## src/rtl/sync_fifo_prog.sv

```systemverilog
// rtl/sync_fifo_prog.sv - single-clock FIFO with count, programmable flags, error pulses, flush and FWFT mode
module sync_fifo_prog #(
    parameter int DATA_WIDTH            = 8,
    parameter int MEM_DEPTH             = 16,
    parameter int number_of_bit_address = 4,
    parameter int AF_LEVEL              = 12,
    parameter int AE_LEVEL              = 2,
    parameter int FWFT                  = 0
) (
    input  logic                             CLK,
    input  logic                             RST,
    input  logic                             FLUSH,
    input  logic [DATA_WIDTH-1:0]            WR_DATA,
    input  logic                             W_INC,
    input  logic                             R_INC,
    output logic [DATA_WIDTH-1:0]            RD_DATA,
    output logic                             RD_VALID,
    output logic                             FULL,
    output logic                             EMPTY,
    output logic                             ALMOST_FULL,
    output logic                             ALMOST_EMPTY,
    output logic [number_of_bit_address:0]   COUNT,
    output logic                             OVERFLOW,
    output logic                             UNDERFLOW
);

    localparam int AW = number_of_bit_address;
    localparam logic [AW:0] DEPTH_C = (AW+1)'(MEM_DEPTH);
    localparam logic [AW:0] AF_C    = (AW+1)'(AF_LEVEL);
    localparam logic [AW:0] AE_C    = (AW+1)'(AE_LEVEL);

    // Elaboration-time rejection of inconsistent parameter sets
    if (MEM_DEPTH != (1 << number_of_bit_address)) begin : g_bad_depth
        $fatal(1, "sync_fifo_prog: MEM_DEPTH must equal 2**number_of_bit_address");
    end
    if (AE_LEVEL < 1) begin : g_bad_ae
        $fatal(1, "sync_fifo_prog: AE_LEVEL must be at least 1");
    end
    if ((AF_LEVEL <= AE_LEVEL) || (AF_LEVEL > MEM_DEPTH - 1)) begin : g_bad_af
        $fatal(1, "sync_fifo_prog: AF_LEVEL must satisfy AE_LEVEL < AF_LEVEL <= MEM_DEPTH-1");
    end
    if ((FWFT != 0) && (FWFT != 1)) begin : g_bad_fwft
        $fatal(1, "sync_fifo_prog: FWFT must be 0 or 1");
    end
    if (DATA_WIDTH < 1) begin : g_bad_width
        $fatal(1, "sync_fifo_prog: DATA_WIDTH must be at least 1");
    end

    logic [DATA_WIDTH-1:0] mem [MEM_DEPTH];
    logic [AW-1:0]         wptr_q;
    logic [AW-1:0]         rptr_q;
    logic [AW:0]           count_q;
    logic [AW:0]           count_nxt;
    logic                  full_q;
    logic                  empty_q;
    logic                  afull_q;
    logic                  aempty_q;
    logic                  ovf_q;
    logic                  unf_q;
    logic                  wr_acc;
    logic                  rd_acc;
    logic                  live;

    // Requests are qualified only by registered flags, so no request reaches a flag combinationally
    assign live   = ~RST & ~FLUSH;
    assign wr_acc = W_INC & ~full_q;
    assign rd_acc = R_INC & ~empty_q;

    // Occupancy after this edge when neither reset nor flush applies
    always_comb begin
        count_nxt = count_q;
        if (wr_acc && !rd_acc) begin
            count_nxt = count_q + 1'b1;
        end else if (rd_acc && !wr_acc) begin
            count_nxt = count_q - 1'b1;
        end
    end

    // Storage array is never cleared; writes are suppressed during reset and flush
    always_ff @(posedge CLK) begin
        if (live && wr_acc) begin
            mem[wptr_q] <= WR_DATA;
        end
    end

    // Pointers, occupancy, flags and error pulses
    always_ff @(posedge CLK) begin
        if (RST || FLUSH) begin
            wptr_q   <= '0;
            rptr_q   <= '0;
            count_q  <= '0;
            full_q   <= 1'b0;
            empty_q  <= 1'b1;
            afull_q  <= 1'b0;
            aempty_q <= 1'b1;
            ovf_q    <= 1'b0;
            unf_q    <= 1'b0;
        end else begin
            if (wr_acc) begin
                wptr_q <= wptr_q + 1'b1;
            end
            if (rd_acc) begin
                rptr_q <= rptr_q + 1'b1;
            end
            count_q  <= count_nxt;
            full_q   <= (count_nxt == DEPTH_C);
            empty_q  <= (count_nxt == '0);
            afull_q  <= (count_nxt >= AF_C);
            aempty_q <= (count_nxt <= AE_C);
            ovf_q    <= W_INC & full_q;
            unf_q    <= R_INC & empty_q;
        end
    end

    if (FWFT != 0) begin : g_fwft
        // Head word is presented straight from the array while anything is stored
        assign RD_DATA  = mem[rptr_q];
        assign RD_VALID = ~empty_q;
    end else begin : g_std
        logic [DATA_WIDTH-1:0] rd_data_q;
        logic                  rd_valid_q;

        // Registered read: data appears one cycle after an accepted read; flush keeps the data
        always_ff @(posedge CLK) begin
            if (RST) begin
                rd_data_q  <= '0;
                rd_valid_q <= 1'b0;
            end else if (FLUSH) begin
                rd_valid_q <= 1'b0;
            end else begin
                rd_valid_q <= rd_acc;
                if (rd_acc) begin
                    rd_data_q <= mem[rptr_q];
                end
            end
        end

        assign RD_DATA  = rd_data_q;
        assign RD_VALID = rd_valid_q;
    end

    assign FULL         = full_q;
    assign EMPTY        = empty_q;
    assign ALMOST_FULL  = afull_q;
    assign ALMOST_EMPTY = aempty_q;
    assign COUNT        = count_q;
    assign OVERFLOW     = ovf_q;
    assign UNDERFLOW    = unf_q;

endmodule

```

## config.mk

```make
export PLATFORM = sky130hd
export DESIGN_NAME = sync_fifo_prog
export DESIGN_NICKNAME = d
export VERILOG_FILES = /design/src/rtl/sync_fifo_prog.sv
export SDC_FILE = /design/constraint.sdc
export NUM_CORES = 1
export LEC_CHECK = 0
export CAP_MARGIN = 25
export CORE_MARGIN = 10
export CORE_UTILIZATION = 53
export DETAILED_ROUTE_END_ITERATION = 12
export HOLD_SLACK_MARGIN = 0.1
export PLACE_DENSITY = 0.83
export SLEW_MARGIN = 20
export SYNTH_ARGS = -nofsm -noshare
export SYNTH_HDL_FRONTEND = slang
export SYNTH_SLANG_ARGS = --single-unit
```

## constraint.sdc

```tcl
create_clock -name CLK -period 1.8 [get_ports CLK]
set_input_delay 0.18 -clock CLK [delete_from_list [all_inputs] [get_ports CLK]]
set_output_delay 0.18 -clock CLK [all_outputs]
set_load 0.03 [all_outputs]
```

Fig. 1: gate-type map
(4 px per um)
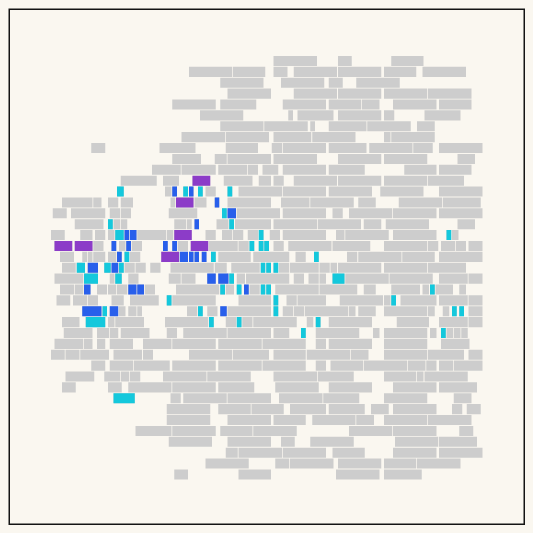
legend:
  purple:
    family: adder and majority cells
    cells: 7
    most_used: ha_1
  blue:
    family: NAND gates
    cells: 27
    most_used: nand2_1
  cyan:
    family: NOR gates
    cells: 46
    most_used: nor2_1

Fig. 2: routing congestion
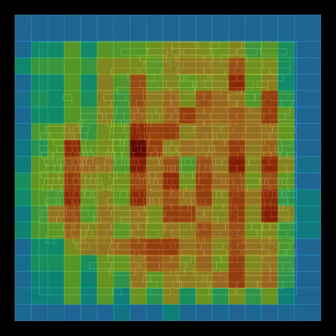
grt peak-use layer: met2
met3 Track Usage GR: 0.05133
total track usage: 0.1701
routed len/inst: 23.56 um

==> results.yml <==
# synthesis and place-and-route metrics
clocking:
  post_cts_buffers: 2
  cts_buffer_depth: 2
  insertion_delay_ns: 0.42
  cts_hold_buf: 0
  cts_tree: "built"
  cts.clk_slew.worst_paths_ns: 0.06
yosys:
  top_cell_area_share: 0.6177
  fp_nets: 380
  synth_cells: 360
  aoi_share: 0.04846
  fa_ha_area_frac: 0.01408
  common_cells: "edfxtp_1 (128), nor2_1 (37), dfxtp_1 (28), a21oi_1 (22), mux4_2 (18)"
  synth_area_sq_um: 6222
  top_area_cell: "edfxtp_1"
  yosys_warnings: 0
  synth-main-ff-cell: "edfxtp_1"
  synth_flop_count: 156
  synthTopCellsByArea: "edfxtp_1 (62%), dfxtp_1 (9.0%), mux4_2 (6.5%)"
  simple_gate_area_frac: 0.07018
setup_path:
  crit_chain: "buf_6, mux4_1, a22oi_2, a21oi_1, a21oi_1, nor2_1"
  cp.depth: 6
  r2r_start: "rptr_q[0]"
  cp-endpoint: "RD_DATA[4]"
  crit_fanout: 6
  crit_path_frequent_cell: "a21oi_1"
  required_ns: 2.11
  reg2reg_to: "RD_DATA[4]"
  crit_buf_inv: 1
  max_stage_delay_ns: 0.57
  cpMaxStageDelayCell: "mux4_1"
  crit_type: "reg -> reg"
floorplanning:
  core_sq_um: 11470
  die-area_sq_um: 16470
  fp-utilization: 0.5426
  tap_cells: 143
  rows: 39
  fp.dieW_um: 128.4
  io_pins: 33
timing:
  fmax_mhz: 551.0
  rsz0062_at_grt: "yes"
  slew_viol_final: 0
  finalSetupViolations: 1
  whs_ns: 0.3934
  fin_setup_tns_ns: -0.01480
  final.setup_skew_ns: 0.01185
  final.setup.worst_slack_ns: -0.01480
  tightest_slew_ns: 0.6956
layout:
  sh_seq_area: 0.5774
  clock_cell_area_share: 0.07236
  final_layout_size_suffix_gt1_frac: 0.2715
  largest_reg_flops: 128
  comb_share: 0.2289
  n_clock_buffer: 21
  syn_to_final_growth_pct: 22.82
  n_all_inverters: 5
  buffer_area_frac: 0.09545
  lay_top_cells: "edfxtp_1 (128), buf_4 (40), nor2_1 (37), clkdlybuf4s50_1 (30), dfxtp_1 (25)"
  antennaDiodeCount: 0
  nets: 460
  n_sequential_cell: 156
  dominant_cells: "registers"
  lay_top_count: "edfxtp_1"
pwr:
  seq_cell_power_mw: 3.94
  p_leak_nw: 2.558
  powerClk_mw: 3.30
  combPwrFrac: 0.042
  intPower_mw: 5.945
  swShare: 0.2131
  power_mw: 7.555
  clkPwrFrac: 0.437
detailed_routing:
  postRouteAntennaNets: 0
  met3_length_mm: 1.259
  vias_per_cell: 6.070
  drtIter0Drc: 393
  post-route-drc-count: 0
  wl_met1_mm: 5.594
  dr_wl_met2_mm: 6.976
run_status:
  outcome: "finished with violations"
  violations: "negative setup slack"
min_path:
  whs_endpoint: "OVERFLOW"
  min_path_type: "in -> reg"
  hold_path_depth: 2
placed_design:
  dpl_cell_area_sq_um: 6933
  port_buffers: 32
global_route:
  grt_use_met2: 0.2614
  grt_max_degree: 36
  grt_pass1_vias: 3675
  antenna_found_initial: 0
Fig. 3: M4 wires
(4 px per um) Supply wires on this layer in gray.
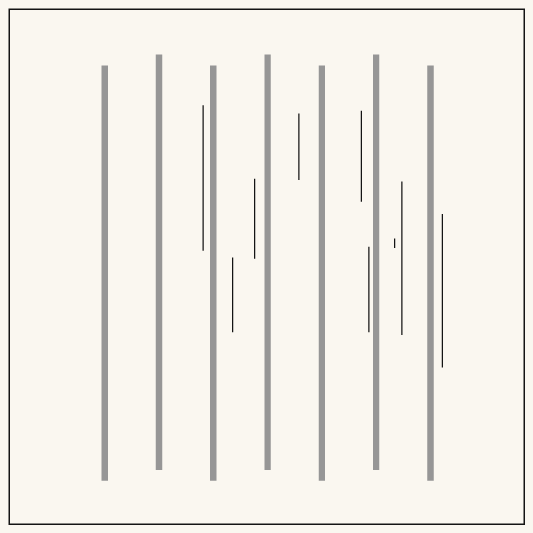
nets with wire on the layer: 6
share of all routed wire: 1.5%
longest straight run: 38.1 um
main direction: vertical
final WL: 14.04 mm
DR vias: 3,618

Fig. 4: wire density map
(3 px per um) The die is cut into 26 by 26 equal tiles; white is low, dark blue is high, scaled to the fullest tile. Values are wire area over tile area, all layers added.
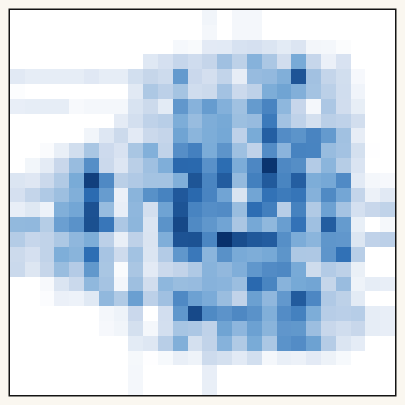
tiles over half the peak: 19%
densest ninth of the die: middle
mean over tiles: 0.14
emptiest ninth of the die: top left
nearly empty tiles: 30%

Power figures rest on the tool's default switching activity, not on a simulated workload.
